**src/rtl/demux_1to8_gen.sv**
```systemverilog
// rtl/demux_1to8_gen.sv - registered 1-to-8 demultiplexer built from eight generated lanes
//
// Routes data input i to the output lane chosen by sel and drives every
// other lane to 0. All lanes are registered, so latency is one clock.
//
// Optional build macro: DEMUX_STATUS_EN adds the registered status outputs
// sel_q and hit.
//
// Ports:
//   clk    in   1           rising-edge clock
//   reset  in   1           synchronous, active-low reset
//   i      in   DATA_W      data to route
//   sel    in   3           lane select, 0..7
//   out    out  8*DATA_W    lane k at bits [k*DATA_W +: DATA_W]
//   sel_q  out  3           (DEMUX_STATUS_EN) registered sel
//   hit    out  1           (DEMUX_STATUS_EN) registered OR of the selected lane's next value

module demux_1to8_gen #(
  parameter int DATA_W = 1,
  parameter int N_OUT  = 8
) (
  input  logic                    clk,
  input  logic                    reset,
  input  logic [DATA_W-1:0]       i,
  input  logic [2:0]              sel,
`ifdef DEMUX_STATUS_EN
  output logic [2:0]              sel_q,
  output logic [0:0]              hit,
`endif
  output logic [N_OUT*DATA_W-1:0] out
);

  for (genvar k = 0; k < N_OUT; k++) begin : g_lane
    localparam logic [2:0] LANE_SEL = 3'(k);

    logic [DATA_W-1:0] lane_d;
    logic [DATA_W-1:0] lane_q;

    always_comb begin
      lane_d = '0;
      if (sel == LANE_SEL) begin
        lane_d = i;
      end
    end

    always_ff @(posedge clk) begin
      if (!reset) begin
        lane_q <= '0;
      end else begin
        lane_q <= lane_d;
      end
    end

    assign out[k*DATA_W +: DATA_W] = lane_q;
  end

`ifdef DEMUX_STATUS_EN
  logic [2:0] sel_q_d;
  logic [0:0] hit_d;
  logic [2:0] sel_q_q;
  logic [0:0] hit_q;

  // Every sel code selects a lane, and the selected lane's next value is
  // always i, so the OR-reduction of that lane reduces to |i.
  always_comb begin
    sel_q_d = sel;
    hit_d   = |i;
  end

  always_ff @(posedge clk) begin
    if (!reset) begin
      sel_q_q <= '0;
      hit_q   <= '0;
    end else begin
      sel_q_q <= sel_q_d;
      hit_q   <= hit_d;
    end
  end

  assign sel_q = sel_q_q;
  assign hit   = hit_q;
`endif

endmodule

```
**config.mk**
```make
export PLATFORM = sky130hd
export DESIGN_NAME = demux_1to8_gen
export DESIGN_NICKNAME = d
export VERILOG_FILES = /design/src/rtl/demux_1to8_gen.sv
export SDC_FILE = /design/constraint.sdc
export NUM_CORES = 1
export LEC_CHECK = 0
export CAP_MARGIN = 20
export CORE_AREA = 2 2 39 41
export DETAILED_ROUTE_END_ITERATION = 6
export DIE_AREA = 0 0 41 43
export GPL_ROUTABILITY_DRIVEN = 1
export PLACE_DENSITY_LB_ADDON = 0.3
export SYNTH_ARGS = -nofsm -noshare
export SYNTH_HDL_FRONTEND = slang
export SYNTH_SLANG_ARGS = --single-unit
```
**constraint.sdc**
```tcl
create_clock -name clk -period 0.8 [get_ports clk]
set_input_delay 0.16 -clock clk [delete_from_list [all_inputs] [get_ports clk]]
set_output_delay 0.16 -clock clk [all_outputs]
set_load 0.02 [all_outputs]
```
**Metal 1**

The bar under the picture is 10 um long. Cells faint in the background.
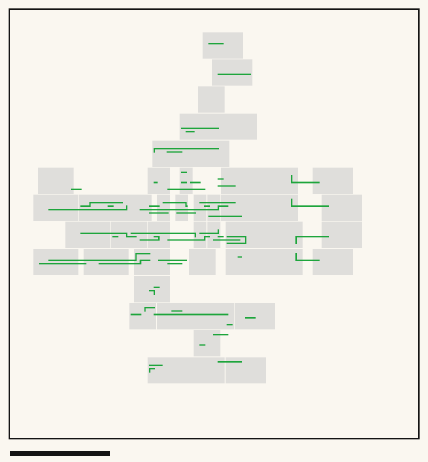
- main direction: horizontal
- longest straight run: 8.70 um
- nets with wire on the layer: 32
- wire length on this layer: 151 um
DR vias: 205
GR Util met1: 0.0617
Post-Route WL: 414 um

==> reports/metrics.yaml <==
p_seq_frac: 0.524
diodes: 0
drive_above_1_share: 0.632
ioPinCount: 14
p_per_area_mw_per_mm2: 1700
ys_seq_elements: 8
ys_types: 8
yosys.stat.seqShare: 0.518
intPower_mw: 0.622
cts.sinks: 8
syn_to_final_growth_pct: 48.6
grt_pass1_vias: 177
cp.arrival_ps: 680
regMostFlops: "g_lane.lane_q"
hpwl_um: 341
largestRegisters: "g_lane.lane_q x8"
combPwrFrac: 0.104
fp_nets: 35
initial_core_util: 0.223
min_path_type: "in -> reg"
critical_path.max_fanout: 1
finalCriticalPeriod_ps: 838
slew_headroom: 0.860
power.share.clock: 0.372
die_x_um: 41
crit_required_ps: 640
tool_warnings: 28
drt_iter0_markers: 3
cts_buffers: 3
max_cap_violations: 0
via_per_inst: 3.80
whs_ps: 190
fillers: 145
clock.fmax_mhz: 1190
final_layout_top_logic_cells: "8 x dfxtp_2, 8 x buf_6, 6 x nor2_1, 4 x dlymetal6s2s_1, 3 x clkbuf_4"
p_sw_frac: 0.204
path_clk_slew_ps: 50
cts_max_path_buffers: 2
drt-pass1-iter-count: 4
switching_power_mw: 0.160
hold_buffers: 0
critical-path-max-stage-delay_ps: 310
crit_type: "reg -> out"
rows: 14
die_h_um: 43
grt_overflow: 0
avgSynthCellArea_sq_um: 10.7
synthesis.area_sq_um: 309
p_leak_nw: 0.229
gp_congestion: 0.651
cts_tree: "yes"
core_area_sq_mm: 0.00138
synth_stat.cells: 29
grt_usage: 0.0624
status: "finished with violations"
cp_num_buf_inv: 1
root_buffer: "clkbuf_4"
drv_slew: 0
antenna_found_initial: 0
rsz0062_at_grt: "yes"
tightest_slew_ps: 210
largest_reg_flops: 8
hold_viol: 0
htree_levels: 1
end_kind: "primary output"
startpoint_type: "flip-flop"
yosys-stat-area_sq_um: 309
finalCritPeriodShare: 1.05
grt_max_degree: 6
failed_checks: "setup timing"
die_area_sq_mm: 0.00176
place_ws_ps: -252
yosysWarningCount: 0
ant_nets: 0
grt_pass1_wl_um: 648
portBuffers: 13
nets: 46
path_cells: "buf_6"
syn_inst: 29
setup_ws_ps: -37.9
cp_slowest_cell: "dfxtp_2"
routedWlPerCell_um: 7.67
finalSetupViolations: 8
drc: 0
**Signal wires on met2**

The bar under the picture is 10 um long. Cells faint in the background.
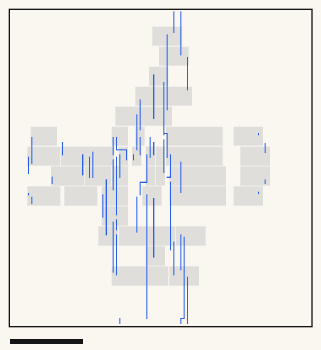
- main direction: vertical
- share of all routed wire: 50%
- wire length on this layer: 208 um
met2 GRT Util: 0.0688

-- area by class of cell --
class	count	area, sq um	area share
Clock buffer	3	22.5	0.0490
Multi-Input combinational cell	13	88.8	0.193
Sequential cell	8	170	0.371
Tap cell	16	20.0	0.0436
Timing Repair Buffer	14	158	0.343
-- power groups by stage --
stage	clock network, mW	logic, mW	registers, mW
after floorplan	0	0.0369	0.415
after global placement	0	0.0814	0.415
after detailed placement	0	0.0826	0.416
after CTS	0.303	0.0840	0.410
after global routing	0.324	0.0876	0.410
final	0.291	0.0812	0.410
-- routing by layer --
layer	vias to the layer above	track usage	wire [um]
met4	0	0.100	10
li1	101	-	-
met5	-	0	0
met3	2	0.0314	43
met1	89	0.0617	151
met2	13	0.0688	208
-- synth_stat cells --
library cell / instances / area share
nor2_1: 6 / 0.073
nand3b_4: 1 / 0.065
nor3_2: 2 / 0.065
nand3_2: 1 / 0.032
buf_4: 8 / 0.19
nand2_1: 1 / 0.012
dfxtp_1: 8 / 0.52
nand2b_1: 2 / 0.040
-- logic make-up after synthesis --
group,Yosys count,synth area share
flops,8,0.518
simple gates,13,0.287
buf+inv,8,0.194
-- what timing repair did --
action | CTS | global route
hold endpoints to repair | 0 | 0
setup buffers | 0 | 0
gates resized | 56 | 4
endpoints found under the setup margin | 8 | 14
-- through the flow --
stage	power, mW	utilization	TNS [ps]	cell area [sq um]	std cells
3_3_place_gp	0.497	0.294	-3580	407	51
3_5_place_dp	0.498	0.294	-3700	407	51
4_1_cts	0.797	0.325	-352	449	54
2_1_floorplan	0.452	-	0	309	29
5_1_grt	0.821	0.332	-436	459	54
6_report	0.782	0.332	-272	459	54
-- worst paths after layout --
path	from	to	slack [ps]	depth (start not counted)
max	g_lane[0].lane_q	out[0]	-40	1
min	sel[0]	g_lane[4].lane_q	190	2
Power is estimated from default activity; no workload was simulated.
